**Run 1: M2 wires**

Cells faint in the background.
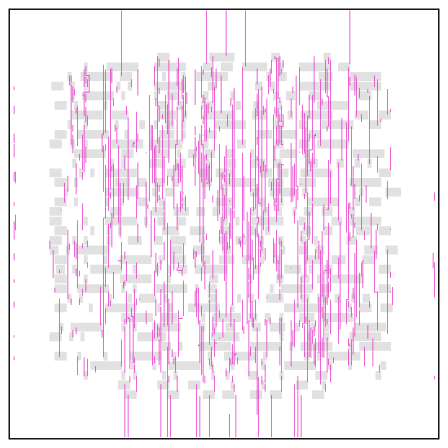
**Run 1: port wiring**

Scale bar: 20 um.
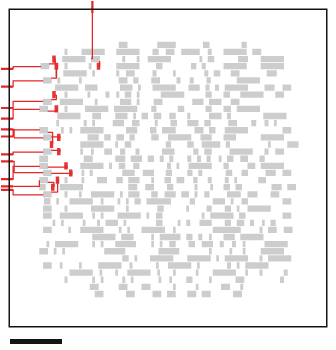
**Run 1: routing congestion**

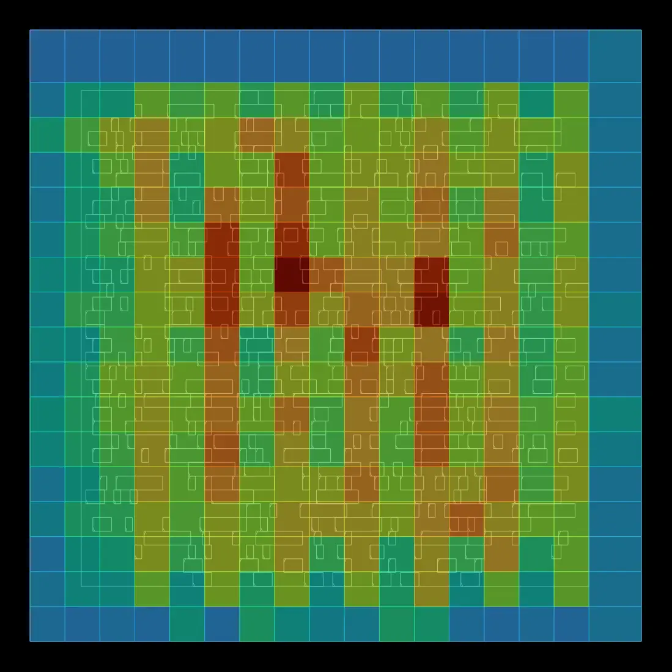
## config.mk

```make
export PLATFORM = sky130hd
export DESIGN_NAME = vote_result_reader
export DESIGN_NICKNAME = d
export VERILOG_FILES = /design/src/rtl/vote_result_reader.sv
export SDC_FILE = /design/constraint.sdc
export NUM_CORES = 1
export LEC_CHECK = 0
export CELL_PAD_IN_SITES_DETAIL_PLACEMENT = 2
export CELL_PAD_IN_SITES_GLOBAL_PLACEMENT = 2
export CORE_MARGIN = 10
export CORE_UTILIZATION = 30
export DETAILED_ROUTE_END_ITERATION = 6
export PLACE_DENSITY_LB_ADDON = 0.1
export RECOVER_POWER = 25
export SYNTH_ARGS = -nofsm -noshare
export SYNTH_HDL_FRONTEND = slang
export SYNTH_SLANG_ARGS = --single-unit
```

## constraint.sdc

```tcl
create_clock -name clk -period 2.69 [get_ports clk]
set_clock_uncertainty 0.1 [all_clocks]
set_input_delay 0.538 -clock clk [delete_from_list [all_inputs] [get_ports clk]]
set_output_delay 0.538 -clock clk [all_outputs]
set_load 0.03 [all_outputs]
```

## src/rtl/vote_result_reader.sv

```systemverilog
// Snapshots candidate counts and voter status on start, streams eight records
// over valid/ready, and publishes winner/tie/turnout/audit results at the end.
module vote_result_reader #(
    parameter int NUM_CAND  = 3,
    parameter int NUM_VOTER = 4
) (
    input  logic        clk,
    input  logic        rst_n,
    input  logic        start,
    input  logic [11:0] cand_counts,
    input  logic [15:0] voter_status,
    input  logic        rec_ready,
    output logic        rec_valid,
    output logic [1:0]  rec_kind,
    output logic [1:0]  rec_index,
    output logic [5:0]  rec_value,
    output logic        busy,
    output logic        done,
    output logic [1:0]  winner,
    output logic        winner_valid,
    output logic        tie,
    output logic [2:0]  turnout,
    output logic        audit_err
);

    // state | meaning
    // IDLE  | waiting for start
    // CAND  | presenting candidate record idx
    // VOTER | presenting voter record idx
    // SUMM  | presenting summary (total votes)
    // FIN   | one-cycle done pulse
    localparam logic [2:0] S_IDLE  = 3'd0;
    localparam logic [2:0] S_CAND  = 3'd1;
    localparam logic [2:0] S_VOTER = 3'd2;
    localparam logic [2:0] S_SUMM  = 3'd3;
    localparam logic [2:0] S_FIN   = 3'd4;

    localparam logic [1:0] LAST_CAND  = 2'(NUM_CAND - 1);
    localparam logic [1:0] LAST_VOTER = 2'(NUM_VOTER - 1);

    logic [2:0]  state;
    logic [1:0]  idx;
    logic [11:0] cand_snap;
    logic [15:0] voter_snap;
    logic [5:0]  total_acc;
    logic [3:0]  max_acc;
    logic [1:0]  win_acc;
    logic        tie_acc;
    logic [2:0]  turn_acc;
    logic [3:0]  cur_cand;
    logic [3:0]  cur_voter;
    logic        accept;

    assign cur_cand  = cand_snap[{idx, 2'b00} +: 4];
    assign cur_voter = voter_snap[{idx, 2'b00} +: 4];
    assign accept    = rec_valid & rec_ready;

    // Record outputs decode straight from flops, so they change only on clock edges.
    always_comb begin
        rec_valid = 1'b0;
        rec_kind  = 2'b00;
        rec_index = 2'b00;
        rec_value = 6'd0;
        busy      = 1'b0;
        done      = 1'b0;
        case (state)
            S_CAND: begin
                rec_valid = 1'b1;
                rec_index = idx;
                rec_value = {2'b00, cur_cand};
                busy      = 1'b1;
            end
            S_VOTER: begin
                rec_valid = 1'b1;
                rec_kind  = 2'b01;
                rec_index = idx;
                rec_value = {2'b00, cur_voter};
                busy      = 1'b1;
            end
            S_SUMM: begin
                rec_valid = 1'b1;
                rec_kind  = 2'b10;
                rec_value = total_acc;
                busy      = 1'b1;
            end
            S_FIN:   done = 1'b1;
            default: ;
        endcase
    end

    always_ff @(posedge clk or negedge rst_n) begin
        if (!rst_n) begin
            state        <= S_IDLE;
            idx          <= 2'd0;
            cand_snap    <= 12'd0;
            voter_snap   <= 16'd0;
            total_acc    <= 6'd0;
            max_acc      <= 4'd0;
            win_acc      <= 2'd0;
            tie_acc      <= 1'b0;
            turn_acc     <= 3'd0;
            winner       <= 2'd0;
            winner_valid <= 1'b0;
            tie          <= 1'b0;
            turnout      <= 3'd0;
            audit_err    <= 1'b0;
        end else begin
            case (state)
                S_IDLE: if (start) begin
                    cand_snap  <= cand_counts;
                    voter_snap <= voter_status;
                    total_acc  <= 6'd0;
                    max_acc    <= 4'd0;
                    win_acc    <= 2'd0;
                    tie_acc    <= 1'b0;
                    turn_acc   <= 3'd0;
                    idx        <= 2'd0;
                    state      <= S_CAND;
                end
                S_CAND: if (accept) begin
                    total_acc <= total_acc + {2'b00, cur_cand};
                    // Strict compare keeps the lowest index on equal maxima.
                    if (cur_cand > max_acc) begin
                        max_acc <= cur_cand;
                        win_acc <= idx;
                        tie_acc <= 1'b0;
                    end else if (cur_cand == max_acc && max_acc != 4'd0) begin
                        tie_acc <= 1'b1;
                    end
                    if (idx == LAST_CAND) begin
                        idx   <= 2'd0;
                        state <= S_VOTER;
                    end else begin
                        idx <= idx + 2'd1;
                    end
                end
                S_VOTER: if (accept) begin
                    turn_acc <= turn_acc + {2'b00, (cur_voter != 4'd0)};
                    if (idx == LAST_VOTER) begin
                        idx   <= 2'd0;
                        state <= S_SUMM;
                    end else begin
                        idx <= idx + 2'd1;
                    end
                end
                S_SUMM: if (accept) begin
                    winner       <= win_acc;
                    winner_valid <= (total_acc != 6'd0);
                    tie          <= tie_acc;
                    turnout      <= turn_acc;
                    audit_err    <= (total_acc != {3'b000, turn_acc});
                    state        <= S_FIN;
                end
                S_FIN:   state <= S_IDLE;
                default: state <= S_IDLE;
            endcase
        end
    end

endmodule
```

==> out/results.ini, run 1 <==
[run_status]
status=complete, no violations

[clock_tree]
cts_inserted_buffers=9
cts_tree=built
worstSkewPairLatency_ns=0.34
cts.sinks=57
path_clk_slew_ns=0.06
clk_path_buf_depth=2
ctsHoldBuffers=0
htreeDepth=3
post-cts-setup-buffers=0
root_buffer=clkbuf_8

[cells_and_area]
mostFrequentLayoutCell=nand2_1
area_growth_pct=32.0
lay_top_cells=nand2_1, dfrtp_1, clkdlybuf4s50_1, buf_4, ha_1
antenna_cells=0
drive_gt1_frac=0.183
nets=435

[die]
pin_count=53
fp_util=0.310
dieArea_um2=14600
rows=36
die_w_um=121
core_um2=9820
die_h_um=121

[run]
warnings=30
drv_cap=0

[routing]
routed_wl_um=9210
drt-initial-drc-count=114
drt-vias-per-instance=4.85
drc=0
drtAntennaViolNets=0
routedWlPerCell_um=17.5
first_pass_iters=4
vias=2551

[setup_path]
cp-start-kind=flip-flop
crit_arrival_ns=1.93
path_class=flip-flop to output port
critPathTopFamily=buffers and inverters
endpoint_kind=output port
cp_max_fo=10
crit_chain=buf_4, nor2_1, and2_1, clkdlybuf4s50_1
max_stage_delay_ns=0.67
cp.required_ns=2.05
cp_slowest_cell=clkdlybuf4s50_1
worst-path-buf-inv=2

[global_routing]
overflow=0
antenna_found_initial=0
grt_pass1_wl_um=15700
first_global_vias=2919
grt_max_degree=58

[pwr]
peakVddDrop_v=0.000321
switching_share=0.416
combPwrFrac=0.549
clkPwrFrac=0.158
switching_power_mw=2.10
p_int_mw=2.95
cellLeakagePower_nw=2.00
p_seq_frac=0.293
p_per_area_nw_per_um2=1260

[synthesis]
netlist_area_um2=3050
syn_inst=317
synth.most_common_cell=nand2_1
synth_flops=57
ys_async_sr_fraction=1.00
ys_warn_count=0
postSynthSeqShare=0.468
yosys_cells=317
syn_nets=364
syn_avg_cell_area_um2=9.61
top_area_frac=0.468
topCellsByArea=dfrtp_1, nand2_1, ha_1
yosys-stat-area_um2=3050
synth_top_cell_by_area=dfrtp_1
synth.distinct_cells=48
top_cells_by_count=nand2_1, dfrtp_1, ha_1
synth-edff-count=0
ys.flop_type=dfrtp_1

[sta]
finalCritPeriodShare=0.956
rsz0062_at_grt=true
worst_slew_pin_slew_ns=1.47
fmax_mhz=389
tns_ns=0
min_period_ns=2.57
finalSetupViolCount=0
slew_viol_final=0
slew_headroom=0.0220
hold_viol_final=0

[hold_path]
hold_class=flip-flop to flip-flop

[place]
gp_congestion=0.783
io_buffers=52
dp_hpwl_um=7050

About 'M2 wires':
share of all routed wire: 48%
longest straight run: 56.4 um

About 'port wiring':
[red] cand_counts | direction: input | edge: 11 west, 1 north | end cells: 12 | buffers: 12 | wire: 238 um

About 'routing congestion':
Core Util, Final: 0.410
routing usage on met1: 0.163
gr usage total: 0.135

==> run 1: kinds of logic (layout without fill, tap and decap cells) <==
kind of cell               after synthesis  after routing  synth area share
and+or+nand+nor                        146            146             0.210
xor gates and xnor gates                 5              5            0.0144
AOI/OAI and AO/OA                       44             44             0.101
adders and majority gates               15             15            0.0641
DFF                                     57             57             0.468
muxes                                   20             20            0.0867
buffers and inverters                   30            106            0.0559
==> run 1: power by group through the flow <==
stage / registers, mW / logic [mW] / clock network (mW)
finish: 1.48 / 2.77 / 0.797
global route: 1.55 / 3.13 / 0.869
CTS: 1.49 / 2.82 / 0.817
detailed placement: 1.50 / 2.79 / 0
global placement: 1.49 / 2.69 / 0
floorplan: 1.46 / 1.74 / 0
==> run 1: worst paths after layout <==
kind	startpoint	end	slack (ns)	depth (start not counted)
setup / recovery	state[0]	done	0.12	4
max in group asynchronous	rst_n	idx[0]	0.98	2
hold reg to reg	cand_snap[8]	cand_snap[8]	0.37	2
setup reg to reg	idx[0]	turn_acc[2]	0.16	7
min in group asynchronous	rst_n	voter_snap[15]	0.53	2
hold / removal	cand_snap[8]	cand_snap[8]	0.37	2
==> run 1: sequential cells by signal, summed over array words and instances, names as in the netlist, 3 cells and up <==
signal / cells
voter_snap: 16
cand_snap: 12
total_acc: 6
max_acc: 4
state: 3
turn_acc: 3
turnout: 3
==> run 1: metal layers <==
layer	part of all wire	up-vias	track usage	wire, um
met5	0	-	0	0
met4	0.022	0	0.0498	199
li1	-	1219	-	-
met1	0.46	1262	0.163	4190
met2	0.48	52	0.228	4420
met3	0.043	18	0.0330	393
==> run 1: cell type report <==
class	count	area [um2]
Sequential cell	57	1430
Tap cell	133	166
Fill cell	1124	5800
Inverter	12	45.0
Timing Repair Buffer	78	722
Multi-Input combinational cell	230	1470
Clock buffer	13	149
Clock inverter	3	40.0
==> run 1: per-stage QoR <==
step / area, um2 / setup slack, ns / power, mW / instances / hold slack (ns)
final: 4020 / 0.120 / 5.05 / 526 / 0.372
after CTS: 4010 / 0.00347 / 5.12 / 526 / 0.278
after floorplan: 3050 / 0.0148 / 3.20 / 317 / 0.142
after global routing: 4020 / -0.00118 / 5.55 / 526 / 0.400
after detailed placement: 3810 / -0.0136 / 4.29 / 510 / 0.364
after global placement: 3810 / 0.105 / 4.18 / 510 / 0.356
==> run 1: timing repair <==
action,CTS,global route
resized,4,5
endpoints found under the hold margin,0,0
pin swaps,1,0
setup endpoints to repair,7,5
cloned,0,0
==> run 1: worst register-to-register path: cells and delay by family, from the launching register on <==
kind | cells | cell delay (ns)
XOR/XNOR | 1 | 0.16
adder cells (fa/ha/maj) | 2 | 0.39
AND/OR/NAND/NOR | 3 | 0.69
multiplexers | 1 | 0.55
flip-flops | 1 | 0.52
**Run 1: where the registers sit**

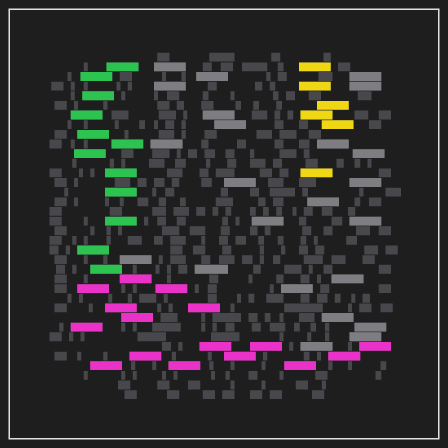

==> run 1 -> run 2 <==
- CORE_ASPECT_RATIO: not set -> 1.5
- PLACE_DENSITY: not set -> 0.79
- PLACE_DENSITY_LB_ADDON: 0.1 -> not set
**Run 2: where the registers sit**

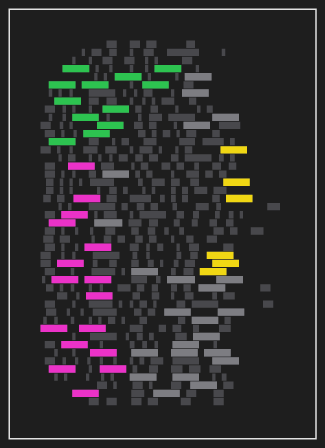
[yellow] total_acc | sequential cells: 6 | where: east
[green] cand_snap | sequential cells: 12
[magenta] voter_snap | sequential cells: 16

==> run 2 against run 1 <==
The run now ends with capacitance limit, slew limit left; cell area rose by 2.1%; count of clock-buffer cells in the layout fell by 2; synthesized cell count did not move; wire length rose by 6.7%; power rose by 7.5%; flip-flop count did not move; critical endpoint is now rec_value[2].
==> out/results.ini, run 2 <==
[global_routing]
first_global_vias=3007  ; was 2919
overflow=0  ; unchanged
grt_usage=0.142  ; was 0.135
antenna_found_initial=0  ; unchanged
grt_pass1_wl_um=15900  ; was 15700 um
grt_max_degree=31  ; was 58

[synthesis]
ys.flop_type=dfrtp_1  ; unchanged
ys_async_sr_fraction=1.00  ; unchanged
top_cells_by_count=nand2_1, dfrtp_1, ha_1  ; unchanged
synth-edff-count=0  ; unchanged
ys_warn_count=0  ; unchanged
yosys-stat-area_um2=3050  ; unchanged
synth_top_cell_by_area=dfrtp_1  ; unchanged
synth.distinct_cells=48  ; unchanged
syn_avg_cell_area_um2=9.61  ; unchanged
synth.most_common_cell=nand2_1  ; unchanged
topCellsByArea=dfrtp_1, nand2_1, ha_1  ; unchanged
syn_nets=364  ; unchanged
top_area_frac=0.468  ; unchanged
netlist_area_um2=3050  ; unchanged
postSynthSeqShare=0.468  ; unchanged
yosys_cells=317  ; unchanged
synth_flops=57  ; unchanged
syn_inst=317  ; unchanged

[routing]
drtAntennaViolNets=0  ; unchanged
drc=0  ; unchanged
routedWlPerCell_um=19.3  ; was 17.5 um
vias=2597  ; was 2551
routed_wl_um=9820  ; was 9210 um
first_pass_iters=4  ; unchanged
drt-initial-drc-count=67  ; was 114
drt-vias-per-instance=5.09  ; was 4.85

[cells_and_area]
largest_reg_flops=16  ; unchanged
fin_cells=510  ; was 526
antenna_cells=0  ; unchanged
utilization=0.410  ; about the same
top_regs=voter_snap x16, cand_snap x12, total_acc x6  ; unchanged
mostFrequentLayoutCell=nand2_1  ; unchanged
drive_gt1_frac=0.186  ; was 0.183
top_register=voter_snap  ; unchanged
nets=437  ; was 435
lay_top_cells=nand2_1, dfrtp_1, clkdlybuf4s50_1, buf_4, ha_1  ; unchanged
area_growth_pct=34.8  ; was 32.0%
design_area_um2=4110  ; was 4020 um2

[setup_path]
worst-path-buf-inv=3  ; was 2
path_class=flip-flop to output port  ; unchanged
reg2reg_depth=9  ; was 7
path_common_cell=buf_4
critPathTopFamily=buffers and inverters  ; unchanged
cp_slowest_cell=dfrtp_1  ; was clkdlybuf4s50_1
cp.depth=7  ; was 4
cp.required_ns=2.05  ; about the same
regToRegStartpoint=idx[1]  ; was idx[0]
crit_end=rec_value[2]  ; was done
startpoint=idx[1]  ; was state[0]
cp_max_fo=5  ; was 10
rr_endpoint=max_acc[1]  ; was turn_acc[2]
crit_arrival_ns=1.98  ; was 1.93 ns
endpoint_kind=output port  ; unchanged
rrSetupSlack_ns=0.07  ; was 0.16 ns
cp-start-kind=flip-flop  ; unchanged
crit_chain=buf_4, mux2i_1, o2bb2ai_1, buf_4, nor2_1, o21ai_0, buf_4  ; was buf_4, nor2_1, and2_1, clkdlybuf4s50_1
max_stage_delay_ns=0.40  ; was 0.67 ns

[sta]
tns_ns=0  ; unchanged
min_period_ns=2.62  ; was 2.57 ns
worst_slew_pin_slew_ns=1.66  ; was 1.47 ns
finalCritPeriodShare=0.975  ; was 0.956
hold_viol_final=0  ; unchanged
fmax_mhz=381  ; was 389 MHz
finalSetupViolCount=0  ; unchanged
setup_ws_ns=0.0670  ; was 0.120 ns
slew_viol_final=28  ; was 0
holdWs_ns=0.377  ; was 0.372 ns
slew_headroom=-0.107  ; was 0.0220

[run_status]
failed_checks=capacitance limit, slew limit
status=complete, but fails checks  ; was complete, no violations

[pwr]
cellLeakagePower_nw=2.07  ; was 2.00 nW
total_power_mw=5.43  ; was 5.05 mW
peakVddDrop_v=0.000673  ; was 0.000321 V
p_per_area_nw_per_um2=1320  ; was 1260 nW/um2

[die]
rows=45  ; was 36
die_h_um=143  ; was 121 um
fp_util=0.304  ; was 0.310
dieArea_um2=14700  ; was 14600 um2
die_w_um=102  ; was 121 um
pin_count=53  ; unchanged
core_um2=10000  ; was 9820 um2

[clock_tree]
root_buffer=clkbuf_16  ; was clkbuf_8
cts.sinks=57  ; unchanged
cts_inserted_buffers=9  ; unchanged
clk_path_buf_depth=2  ; unchanged
ctsHoldBuffers=0  ; unchanged
worstSkewPairLatency_ns=0.33  ; was 0.34 ns
htreeDepth=3  ; unchanged
path_clk_slew_ns=0.05  ; was 0.06 ns
cts_tree=built  ; unchanged

[hold_path]
hold_depth=2  ; unchanged
hold_class=flip-flop to flip-flop  ; unchanged

[place]
dp_hpwl_um=7410  ; was 7050 um
gp_congestion=0.856  ; was 0.783
pre_cts_slack_ns=0.0293  ; was -0.0136 ns
dp.cells=494  ; was 510
io_buffers=52  ; unchanged
place_area_um2=3780  ; was 3810 um2

[run]
warnings=30  ; unchanged
drv_cap=1  ; was 0

run 2: cell count changes in the layout (fill, tap and decap cells not counted), sizes merged:
cell,before,now
buf,33,35
clkbuf,14,12
clkdlybuf4s50,43,40
clkinv,2,1
clkinvlp,0,1
dlygate4sd2,0,1
dlymetal6s2s,1,3
run 2: tightest hold or removal path, cell delays in order, from the launching register on:
cell	delay [ns]
dfrtp_1	0.34
nand2_1	0.05
nand2_1	0.06
run 2: worst min-delay path by stage:
stage,startpoint,to,slack [ns]
floorplan,rst_n,audit_err,0.14
global placement,voter_snap[2],voter_snap[2],0.36
detailed placement,voter_snap[4],voter_snap[4],0.37
CTS,rst_n,cand_snap[5],0.17
global route,cand_snap[10],cand_snap[10],0.41
finish,cand_snap[1],cand_snap[1],0.38
run 2: kinds of logic after synthesis:
family                   synth area share
adder cells (fa/ha/maj)            0.0641
AND-OR/OR-AND                       0.101
AND/OR/NAND/NOR                     0.210
flip-flops                          0.468
XOR/XNOR                           0.0144
multiplexers                       0.0867
buffers and inverters              0.0559
run 2: power breakdown:
part | internal [mW] | switching [mW] | total (mW)
sequential | 1.21 | 0.288 | 1.49
clock | 0.728 | 0.377 | 1.11
combinational | 1.26 | 1.57 | 2.83
run 2: final cells by class:
class / instances / area [um2]
fill: 1107 / 5920
multi-input combinational: 230 / 1460
sequential: 57 / 1430
timing repair buffer: 80 / 738
clock buffer: 11 / 243
tap: 117 / 146
inverter: 12 / 45.0
clock inverter: 3 / 42.5
run 2: repair_timing:
item / in CTS / in global routing
resized: 2 / 8
buffers inserted: 0 / 2
endpoints found under the setup margin: 7 / 12
cloned: 0 / 0
run 2: metal layers:
layer / up-vias / track usage / routed length, um / part of all wire
met4: 0 / 0.0700 / 191 / 0.019
li1: 1227 / - / - / -
met5: - / 0 / 0 / 0
met2: 45 / 0.252 / 5410 / 0.55
met1: 1308 / 0.153 / 3940 / 0.40
met3: 17 / 0.0327 / 283 / 0.029
**Run 2: signal wires on met1**

Supply wires on this layer in grey. Cells faint in the background.
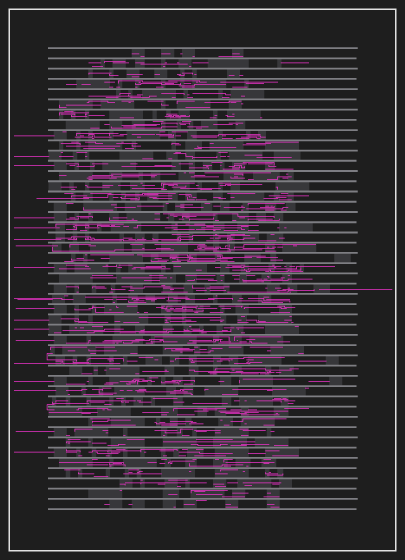

==> run 2 -> run 3 <==
- CORE_MARGIN: 10 -> not set
- CTS_CLUSTER_DIAMETER: not set -> 40
**Run 3: signal wires on met1**

Supply wires on this layer in grey. Cells faint in the background.
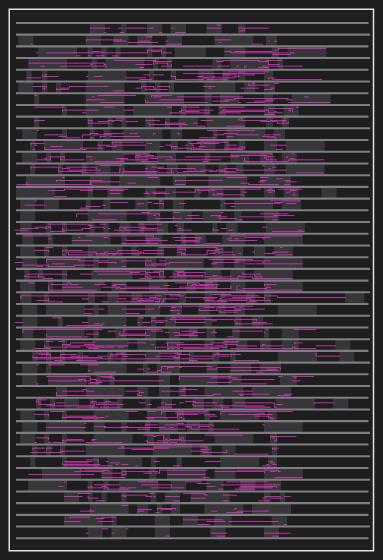
main direction: horizontal
nets with wire on the layer: 382

==> run 3 against run 2 <==
The flow finishes with violations (DRC); hold slack lost 0.0076 ns; combinational power about the same; count of clock-buffer cells in the layout increased by 3; fmax increased by 2.6%; die size decreased by 28%; sequential power hardly changed; area after synthesis unchanged; clock power about the same; critical path depth increased by 2; flip-flop count stayed put; critical endpoint is now total_acc[4]; largest power group unchanged.
==> out/results.ini, run 3 <==
[run_status]
status=complete, but fails checks  ; unchanged
failed_checks=DRC  ; was capacitance limit, slew limit

[place]
dp.cells=492  ; was 494
place_area_um2=3790  ; was 3780 um2
gp_congestion=0.833  ; was 0.856
dp_hpwl_um=6860  ; was 7410 um
io_buffers=52  ; unchanged

[cells_and_area]
regArea_um2=1430  ; unchanged
top_register=voter_snap  ; unchanged
nets=441  ; was 437
design_area_um2=4150  ; was 4110 um2
area_growth_pct=36.2  ; was 34.8%
layout.area.comb_um2=1470  ; was 1460 um2
num-fill-cells=1054  ; was 1107
top_regs=voter_snap x16, cand_snap x12, total_acc x6  ; unchanged
lay_top_cells=nand2_1, dfrtp_1, clkdlybuf4s50_1, buf_4, ha_1  ; unchanged
mostFrequentLayoutCell=nand2_1  ; unchanged
drive_gt1_frac=0.201  ; was 0.186
fin_cells=514  ; was 510
largest_reg_flops=16  ; unchanged

[routing]
routedWlPerCell_um=18.3  ; was 19.3 um
drtAntennaViolNets=0  ; unchanged
drt-initial-drc-count=94  ; was 67
first_pass_iters=6  ; was 4
drt-vias-per-instance=5.07  ; was 5.09
drc=2  ; was 0

[sta]
fmax_mhz=391  ; was 381 MHz
finalCritPeriodShare=0.950  ; was 0.975
finalSetupViolCount=0  ; unchanged
worst_slew_pin_slew_ns=0.731  ; was 1.66 ns
min_period_ns=2.56  ; was 2.62 ns
holdWs_ns=0.370  ; was 0.377 ns
hold_viol_final=0  ; unchanged
tns_ns=0  ; unchanged

[clock_tree]
clk_path_buf_depth=2  ; unchanged
root_buffer=clkbuf_16  ; unchanged
cts.sinks=57  ; unchanged
htreeDepth=3  ; unchanged
cts_tree=built  ; unchanged
path_clk_slew_ns=0.05  ; about the same
worstSkewPairLatency_ns=0.33  ; about the same

[synthesis]
yosys_cells=317  ; unchanged
postSynthSeqShare=0.468  ; unchanged
synth_top_cell_by_area=dfrtp_1  ; unchanged
syn_nets=364  ; unchanged
netlist_area_um2=3050  ; unchanged
syn_avg_cell_area_um2=9.61  ; unchanged
ys_warn_count=0  ; unchanged
top_cells_by_count=nand2_1, dfrtp_1, ha_1  ; unchanged
synth_flops=57  ; unchanged
synth.most_common_cell=nand2_1  ; unchanged
top_area_frac=0.468  ; unchanged
ys.flop_type=dfrtp_1  ; unchanged
yosys-stat-area_um2=3050  ; unchanged
synth.distinct_cells=48  ; unchanged
ys_async_sr_fraction=1.00  ; unchanged
syn_inst=317  ; unchanged
topCellsByArea=dfrtp_1, nand2_1, ha_1  ; unchanged
synth-edff-count=0  ; unchanged

[setup_path]
cp-start-kind=flip-flop  ; unchanged
rr_endpoint=total_acc[4]  ; was max_acc[1]
cp_max_fo=5  ; unchanged
crit_arrival_ns=2.66  ; was 1.98 ns
path_class=flip-flop to flip-flop  ; was flip-flop to output port
rrSetupSlack_ns=0.13  ; was 0.07 ns
endpoint_kind=flip-flop  ; was output port
regToRegStartpoint=idx[1]  ; unchanged
cp.required_ns=2.80  ; was 2.05 ns

[global_routing]
grt_max_degree=28  ; was 31
grt_usage=0.190  ; was 0.142
first_global_vias=2990  ; was 3007
overflow=0  ; unchanged
grt_pass1_wl_um=15300  ; was 15900 um

[pwr]
p_per_area_nw_per_um2=1320  ; about the same
total_power_mw=5.46  ; was 5.43 mW
peakVddDrop_v=0.000542  ; was 0.000673 V

[hold_path]
holdPathEnd=voter_snap[6]  ; was cand_snap[1]
hold_class=flip-flop to flip-flop  ; unchanged
hold_depth=2  ; unchanged
hp-start=voter_snap[6]  ; was cand_snap[1]

[die]
die_w_um=84.3  ; was 102 um
rows=44  ; was 45
pin_count=53  ; unchanged
dieArea_um2=10600  ; was 14700 um2
core_um2=9800  ; was 10000 um2
die_h_um=125  ; was 143 um
fp_util=0.311  ; was 0.304

[run]
warnings=29  ; was 30
drv_cap=0  ; was 1

## run 3: cell types whose count changed in the layout (fill, tap and decap cells not counted), sizes merged
cell           delta
clkinv            +1
clkdlybuf4s50     +3
bufinv            -1
dlygate4sd2       -1
clkinvlp          -1
dlymetal6s2s      -2
dlygate4sd3       +1
buf               +1
clkbuf            +5
## run 3: cell type report
class	count	area share
flip-flops and latches	57	0.345
clock inverters	2	0.00241
clock buffers	14	0.0685
well taps	115	0.0347
repair buffers	84	0.184
multi-input cells	230	0.355
inverters	12	0.0109
## run 3: logic make-up (layout without fill, tap and decap cells)
| family | after synthesis | after routing | share of synthesized area |
|---|---|---|---|
| fa+ha+maj | 15 | 15 | 0.0641 |
| mux | 20 | 20 | 0.0867 |
| flops | 57 | 57 | 0.468 |
| xor+xnor | 5 | 5 | 0.0144 |
| simple gates | 146 | 146 | 0.210 |
| buf+inv | 30 | 112 | 0.0559 |
| compound gates | 44 | 44 | 0.101 |
## run 3: worst max-delay path by stage
| stage | start | endpoint | slack [ns] | cells past startpoint |
|---|---|---|---|---|
| after floorplan | idx[1] | max_acc[0] | 0.01 | 9 |
| after global placement | idx[0] | max_acc[0] | 0.17 | 8 |
| after detailed placement | idx[0] | max_acc[2] | 0.002 | 8 |
| after CTS | idx[1] | rec_value[2] | 0.00002 | 7 |
| after global routing | idx[1] | total_acc[4] | -0.008 | 9 |
| final | idx[1] | total_acc[4] | 0.13 | 9 |
## run 3: power by group
| part | leakage, nW | switching (mW) | internal (mW) |
|---|---|---|---|
| Combinational | 1.20 | 1.53 | 1.32 |
| Sequential | 0.729 | 0.289 | 1.21 |
| Clock | 0.149 | 0.387 | 0.720 |
| Total | 2.08 | 2.21 | 3.25 |
## run 3: critical path, stage by stage, from the launching register on
cell and delay, ns:
dfrtp_2 0.40, mux2_2 0.36, a22oi_2 0.22, inv_1 0.09, ha_1 0.24, fa_1 0.42, a21o_1 0.19, a21oi_1 0.21
or3_2 0.15, a21oi_1 0.05
## run 3: metal layers
| layer | share of wire | wire length (um) | global-route usage | vias up |
|---|---|---|---|---|
| met5 | 0 | 0 | 0 | - |
| met4 | 0.041 | 382 | 0.0913 | 0 |
| met3 | 0.027 | 258 | 0.0343 | 22 |
| met2 | 0.54 | 5070 | 0.347 | 54 |
| met1 | 0.39 | 3710 | 0.208 | 1298 |
| li1 | - | - | - | 1233 |
## run 3: repair_timing
action / 4_1_cts / 5_1_grt
pin swaps: 0 / 1
resized: 4 / 6
buffers inserted: 0 / 5
endpoints found under the setup margin: 8 / 13
hold buffers: 1 / 0
endpoints found under the hold margin: 6 / 0
## run 3: through the flow
step	utilization	setup slack, ns
2_1_floorplan	-	0.0148
3_3_place_gp	0.387	0.173
3_5_place_dp	0.387	0.00158
4_1_cts	0.419	0.0000229
5_1_grt	0.423	-0.00754
6_report	0.423	0.135
Power is estimated from default activity; no workload was simulated.
